--- src/rtl/knap_pkg.sv ---
// knap_pkg: shared defaults and state type for the knapsack selection evaluator
package knap_pkg;
  localparam int N_ITEMS = 26;
  localparam int IW = 8;
  localparam int AW = 13;
  localparam int IDXW = 5;
  typedef enum logic [1:0] {IDLE, ACCUM, DONE} state_t;
endpackage

--- src/rtl/knap_item_table.sv ---
// knap_item_table: per-item value/weight/volume storage, one write port, one async read port
module knap_item_table
  import knap_pkg::*;
#(
  parameter int N_ITEMS = knap_pkg::N_ITEMS,
  parameter int IW = knap_pkg::IW
) (
  input  logic            clk,
  input  logic            rst,
  input  logic            we,
  input  logic [IDXW-1:0] wr_addr,
  input  logic [IW-1:0]   wr_value,
  input  logic [IW-1:0]   wr_weight,
  input  logic [IW-1:0]   wr_volume,
  input  logic [IDXW-1:0] rd_addr,
  output logic [IW-1:0]   rd_value,
  output logic [IW-1:0]   rd_weight,
  output logic [IW-1:0]   rd_volume
);
  logic [IW-1:0] val_mem [N_ITEMS];
  logic [IW-1:0] wgt_mem [N_ITEMS];
  logic [IW-1:0] vol_mem [N_ITEMS];
  always_ff @(posedge clk or posedge rst) begin
    if (rst) begin
      for (int i = 0; i < N_ITEMS; i++) begin
        val_mem[i] <= '0;
        wgt_mem[i] <= '0;
        vol_mem[i] <= '0;
      end
    end else if (we) begin
      val_mem[wr_addr] <= wr_value;
      wgt_mem[wr_addr] <= wr_weight;
      vol_mem[wr_addr] <= wr_volume;
    end
  end
  assign rd_value  = val_mem[rd_addr];
  assign rd_weight = wgt_mem[rd_addr];
  assign rd_volume = vol_mem[rd_addr];
endmodule

--- src/rtl/knap_seq_eval.sv ---
// knap_seq_eval: sequential one-item-per-cycle knapsack feasibility check with best-so-far record
module knap_seq_eval
  import knap_pkg::*;
#(
  parameter int N_ITEMS = knap_pkg::N_ITEMS,
  parameter int IW = knap_pkg::IW,
  parameter int AW = knap_pkg::AW
) (
  input  logic               clk,
  input  logic               rst,
  input  logic               cfg_we,
  input  logic [4:0]         cfg_addr,
  input  logic [IW-1:0]      cfg_value,
  input  logic [IW-1:0]      cfg_weight,
  input  logic [IW-1:0]      cfg_volume,
  input  logic [AW-1:0]      min_value,
  input  logic [AW-1:0]      max_weight,
  input  logic [AW-1:0]      max_volume,
  input  logic               in_valid,
  input  logic [N_ITEMS-1:0] in_sel,
  output logic               in_ready,
  output logic               out_valid,
  input  logic               out_ready,
  output logic               out_ok,
  output logic [AW-1:0]      out_value,
  output logic [AW-1:0]      out_weight,
  output logic [AW-1:0]      out_volume,
  input  logic               best_clr,
  output logic               best_valid,
  output logic [AW-1:0]      best_value,
  output logic [N_ITEMS-1:0] best_sel,
  output logic               busy
);
  localparam logic [IDXW-1:0] IDX_LAST = IDXW'(N_ITEMS - 1);
  state_t state, state_d;
  logic [IDXW-1:0] idx;
  logic [N_ITEMS-1:0] sel_q;
  logic [AW-1:0] min_q, maxw_q, maxv_q;
  logic [AW-1:0] acc_v, acc_w, acc_c;
  logic [IW-1:0] rd_value, rd_weight, rd_volume;
  logic tbl_we, accept, retire, improve;
  assign busy      = state != IDLE;
  assign in_ready  = state == IDLE;
  assign out_valid = state == DONE;
  assign accept    = in_ready && in_valid;
  assign retire    = out_valid && out_ready;
  assign tbl_we    = cfg_we && !busy && (32'(cfg_addr) < N_ITEMS);
  assign out_value  = acc_v;
  assign out_weight = acc_w;
  assign out_volume = acc_c;
  assign out_ok  = out_valid && (acc_v >= min_q) && (acc_w <= maxw_q) && (acc_c <= maxv_q);
  assign improve = out_ok && (!best_valid || acc_v > best_value);
  knap_item_table #(.N_ITEMS(N_ITEMS), .IW(IW)) u_table (
    .clk(clk),
    .rst(rst),
    .we(tbl_we),
    .wr_addr(cfg_addr),
    .wr_value(cfg_value),
    .wr_weight(cfg_weight),
    .wr_volume(cfg_volume),
    .rd_addr(idx),
    .rd_value(rd_value),
    .rd_weight(rd_weight),
    .rd_volume(rd_volume)
  );
  always_ff @(posedge clk or posedge rst) begin
    if (rst) state <= IDLE;
    else state <= state_d;
  end
  always_comb begin
    state_d = state;
    state_d = accept ? ACCUM :
              (state == ACCUM && idx == IDX_LAST) ? DONE :
              retire ? IDLE : state;
  end
  // Every index is visited so latency is fixed regardless of the selection.
  always_ff @(posedge clk or posedge rst) begin
    if (rst) begin
      idx    <= '0;
      sel_q  <= '0;
      min_q  <= '0;
      maxw_q <= '0;
      maxv_q <= '0;
      acc_v  <= '0;
      acc_w  <= '0;
      acc_c  <= '0;
    end else if (accept) begin
      idx    <= '0;
      sel_q  <= in_sel;
      min_q  <= min_value;
      maxw_q <= max_weight;
      maxv_q <= max_volume;
      acc_v  <= '0;
      acc_w  <= '0;
      acc_c  <= '0;
    end else if (state == ACCUM) begin
      idx <= (idx == IDX_LAST) ? '0 : idx + 1'b1;
      if (sel_q[idx]) begin
        acc_v <= acc_v + AW'(rd_value);
        acc_w <= acc_w + AW'(rd_weight);
        acc_c <= acc_c + AW'(rd_volume);
      end
    end
  end
  always_ff @(posedge clk or posedge rst) begin
    if (rst) begin
      best_valid <= 1'b0;
      best_value <= '0;
      best_sel   <= '0;
    end else if (best_clr) begin
      best_valid <= 1'b0;
      best_value <= '0;
      best_sel   <= '0;
    end else if (retire && improve) begin
      best_valid <= 1'b1;
      best_value <= acc_v;
      best_sel   <= sel_q;
    end
  end
endmodule

--- config.mk ---
export PLATFORM = sky130hd
export DESIGN_NAME = knap_seq_eval
export DESIGN_NICKNAME = d
export VERILOG_FILES = /design/src/rtl/knap_pkg.sv /design/src/rtl/knap_item_table.sv /design/src/rtl/knap_seq_eval.sv
export SDC_FILE = /design/constraint.sdc
export NUM_CORES = 2
export LEC_CHECK = 0
export CORE_MARGIN = 10
export CORE_UTILIZATION = 40
export DETAILED_ROUTE_END_ITERATION = 10
export HOLD_SLACK_MARGIN = 0.05
export SETUP_SLACK_MARGIN = 0.2
export SYNTH_ARGS = -nofsm -noshare
export SYNTH_HDL_FRONTEND = slang
export SYNTH_SLANG_ARGS = --single-unit
--- constraint.sdc ---
create_clock -name clk -period 29.5 [get_ports clk]
set_input_delay 5.9 -clock clk [delete_from_list [all_inputs] [get_ports clk]]
set_output_delay 5.9 -clock clk [all_outputs]
set_load 0.01 [all_outputs]
Figure 1. Cell placement.
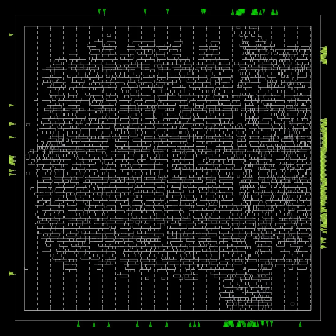
fillcell total: 8020
post-route core utilization: 0.467
Core Area: 91900 um^2
# Taps: 1243

Figure 2. Sizing map.
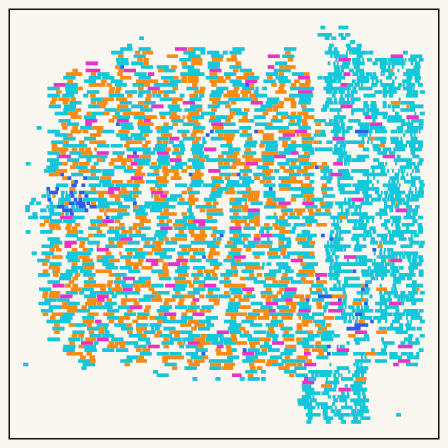
Key: magenta = _6 and larger [cells 119]; blue = _3 and _4 cells [cells 65]; orange = _2 cells [cells 851]; cyan = _0 and _1 cells [cells 1837]
worst path setup slack after routing: 18.92 ns
synthesis-to-layout area growth: 15.7%
Buffers excl. clock: 234

Figure 3. Local utilization.
The die is cut into 32 by 32 equal tiles; white is low, dark blue is high, 0 to 100% covered.
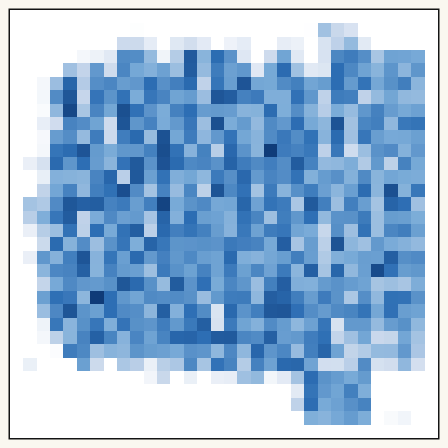
The emptiest ninth of the die: south-west. 28% of the tiles are nearly empty. The fullest tile reaches 95%. The mean over all tiles is 39%. The densest ninth of the die: center. 9.1% of the tiles are over 75% full.
Initial Utilization: 0.404

Figure 4. Close-up of the layout.
Region (234, 234) to (254, 254) um. Cells in gray, sequential cells in the stronger gray; small squares are vias.
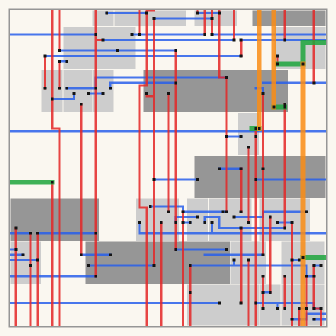
Key: blue = metal 1; green = metal 3; orange = metal 4; red = metal 2
Sequential cells in the window: 4. 19 logic cells have their middle in the window. Netlist names of flops here include out_volume (2). Most frequent: nand2_1 (4), dfrtp_1 (4), nor2_1 (3).

Figure 5. Pin map.
The bar under the picture is 100 um long. Pins as bars across the die edge, other pins in gray.
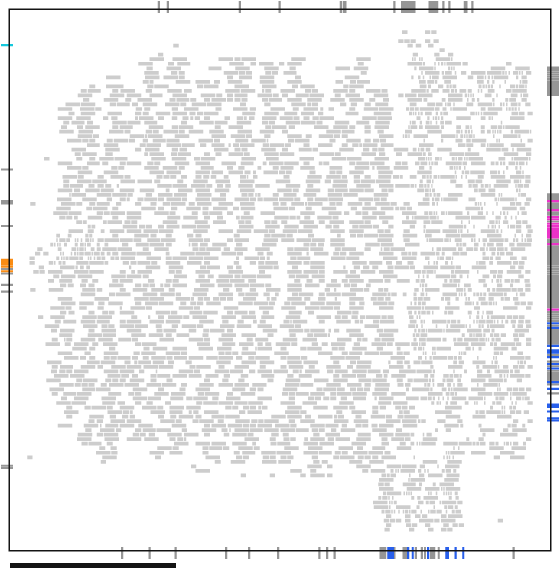
Key: orange = cfg_addr [pins 5, direction input, edge west]; magenta = min_value [pins 13, direction input, edge east]; cyan = clk [pins 1, direction input, edge west]; blue = best_sel [pins 26, direction output, edge 15 east, 11 south]
DIE WIDTH: 325 um
floorplan die height: 325 um
port bufs: 182

## per-layer routing
| metal | vias to the layer above | part of all wire | global-route usage |
|---|---|---|---|
| met5 | - | 0.00026 | 0 |
| met4 | 4 | 0.020 | 0.0482 |
| met3 | 155 | 0.046 | 0.0314 |
| met2 | 538 | 0.47 | 0.301 |
| met1 | 12241 | 0.46 | 0.266 |
| li1 | 9965 | - | - |
## path summary, 6_finish.rpt
path | from | end | slack [ns] | cells after the start
worst min register to register | min_q[0] | min_q[0] | 0.49 | 2
worst min-delay path | min_q[0] | min_q[0] | 0.49 | 2
worst max-delay path | rst | u_table.vol_mem[182] | 18.92 | 7
min in group asynchronous | rst | best_sel[7] | 5.82 | 2
worst max register to register | idx[0] | out_value[12] | 23.49 | 14
max in group clk | out_value[8] | out_ok | 20.19 | 7
==> run notes <==
The count of nets left with antenna violations after detail routing is 0. STA lists the maximum fanout along the critical path as 122. The cell sitting at the root of the clock tree is a clkbuf_16.

Buffers inserted to repair hold after CTS numbered 0. The overall routed net length was 101000 um; the tally of clock buffers in the finished layout was 122. For the number of diodes, the log shows 3. The biggest combinational cell group after synthesis was multiplexers. The power report puts the net switching power at 518 uW. The type of the worst min-delay path is reg2reg. The leading register cell type out of synthesis is dfrtp_1. Leaving out fill and tap cells, the most frequent cells in the layout are 771 x dfrtp_1, 645 x mux2_2, 195 x nand2_1.

The run gives 775 for the number of flip-flops and latches in the synthesized netlist. Detailed-route via count: 22.9k. The largest registers in the layout are u_table.val_mem (208), u_table.vol_mem (208), u_table.wgt_mem (208). STA puts the critical path data arrival time at 11.23 ns. STA classifies the critical path endpoint as an asynchronous set/reset pin.

The final-layout non-clock buffer area share was 0.0516; the multi-input combinational cell count was 1632. The placement row count was 111. After detailed routing, the number of remaining DRC violations is 0. Switching fraction of total power: 0.231. Counting every instance in the synthesized netlist gives 2684. The main area contributors are dfrtp_1 52%, mux2_2 20%, mux4_2 10%. The tools report the number of slew-limit violations in the final report as 0. The first detailed-routing pass took 5 iterations. In this run, synthesis inferred 0 flip-flops with an integrated enable. The power in sequential cells was 1.08 mW; the post-synthesis share of cell area spent on xor and xnor gates was 0.00495. The post-route cell area was 43000 um^2; the synthesized-area fraction occupied by ao, oa, aoi and oai cells was 0.0369. With the sequential share of cell area at 0.452, the reported combinational group power is 82.8 uW. The worst setup path is launched from an input port.

Mux contribution to synthesized area: 0.325. The warning tally printed by Yosys for this design is 0. Post-synthesis, Yosys gives the total cell area as 37100 um^2. Per the GRT congestion report, total overflow comes to 0. Setup repair after global routing left no endpoint under its margin.

At the worst endpoint, the required time is 30.15 ns. The die footprint came out at 105000 um^2. With the area fraction in and, or, nand and nor cells at 0.0520, the clock slew seen by the registers of the worst setup and hold paths is 0.06 ns. The group that draws the most power in this run is registers. The overall global routing resource usage is 0.189, and the shortest period the worst path allows is 10.58 ns.

Looking at the post-CTS report, the setup buffer insertion count equals 0. Dividing total power by cell area gives a power density of 52.1 nW/um^2. The flow ran to the end, and the final reports show no timing, DRC or antenna violations. The number of OpenROAD warnings was 33.

Fraction of registers with async set or reset after synthesis: 1.00. The fraction of the mapped netlist area in adder cells came out at 0.0279. 183 I/O pins were placed. The run gives 0.0663 for the fraction of area in clock buffers and inverters. The final hold violation count recorded for this run is 0. Hold slack: 0.486 ns. Looking at the VDD voltage map, the peak drop is 0.0000468 V. Gate family responsible for the most delay along the worst path: buffers and inverters. For the number of global-route vias before repair, the log shows 24.3k. The net count after synthesis is 2865. For the setup TNS, the log shows 0 ns. In the finished design the tool counted flip-flops and latches totalling 775. The violation tally recorded at the end of detailed-routing iteration 0 is 1585.

Combinational share of power: 0.037. The fraction of the cycle the final worst path needs works out to 0.359. The count of non-CTS inverters in the layout is 75. With the final net count at 2985, the pin count of the biggest net entering global routing is 188. Post-CTS repair ended up resizing 0 cells.

The fraction of power consumed by sequential logic is 0.481. The library cell contributing the largest single delay on the critical path was buf_4. Among logic cells in the layout, the one with the most instances is dfrtp_1. For the worst-skew pair, the clock arrives at the later sink with an insertion delay of 0.67 ns.

The overall power after layout is 2.24 mW. The most used cell along the critical path is buf_4. The number of buffers and inverters on the critical path was 7; the biggest cell delay along the critical path was 0.85 ns. A synthesized cell averages 13.8 um^2. The share of synthesized area occupied by flip-flops and latches came out at 0.522. CTS added clock buffers totalling 86.

The tools report the cell area after synthesis as 37100 um^2. H-tree depth: 3. The commonest cells after synthesis are 775 x dfrtp_1, 645 x mux2_2, 195 x nand2_1. The top cell class by occupied area was flip-flops and latches. Including well taps, the total number of placed cells is 3959. CTS saw 775 sinks. The area share of the largest cell type after synthesis is 0.522. With the routability-driven placement congestion ratio at 0.787, the wire length per cell after detailed routing is 24.6 um. The logs give 8 for the initial antenna violation count and 64 for the count of different cell masters after synthesis.

The fraction of standard cell area in multi-input logic was 0.387. With the design internal power at 1.72 mW, the worst-case clock skew is 0.0372 ns. The biggest area consumer among synthesized cells was dfrtp_1. Excluding fillers, the count of instances in the completed layout stands at 4118. Cell with the most instances after synthesis: dfrtp_1.

The pin closest to its max-slew limit shows a slew of 1.29 ns. The run gives 0 as the final-report setup violation count. The count of instantiated cells in the yosys netlist was 2684; the vias per cell was 5.56. The normalized max-slew margin was 0.137.

The first global-routing pass estimated 155000 um of wire. TritonCTS built the clock tree. The run gives 0 as the number of max-cap violations.

For the clock network power share, the log shows 0.482. Registers take 19400 um^2. The placed instances occupy a cell area of 40100 um^2. The power in the clock group was 1.08 mW. The signal on the critical path passes through clkdlybuf4s50_1, inv_8, buf_4, buf_4, buf_4, buf_4, buf_4. The wire-length estimate of the detail-placed layout is 61000 um. The longest clock path from root to sink contains 3 buffers.

The share of layout cells above drive strength 1 was 0.360. The leakage power in the latest report is 20.8 nW. The critical path is of the in2async type. Timing would allow up to 94.5 MHz.
No activity file was given, so power comes from the tool's default toggle rates.
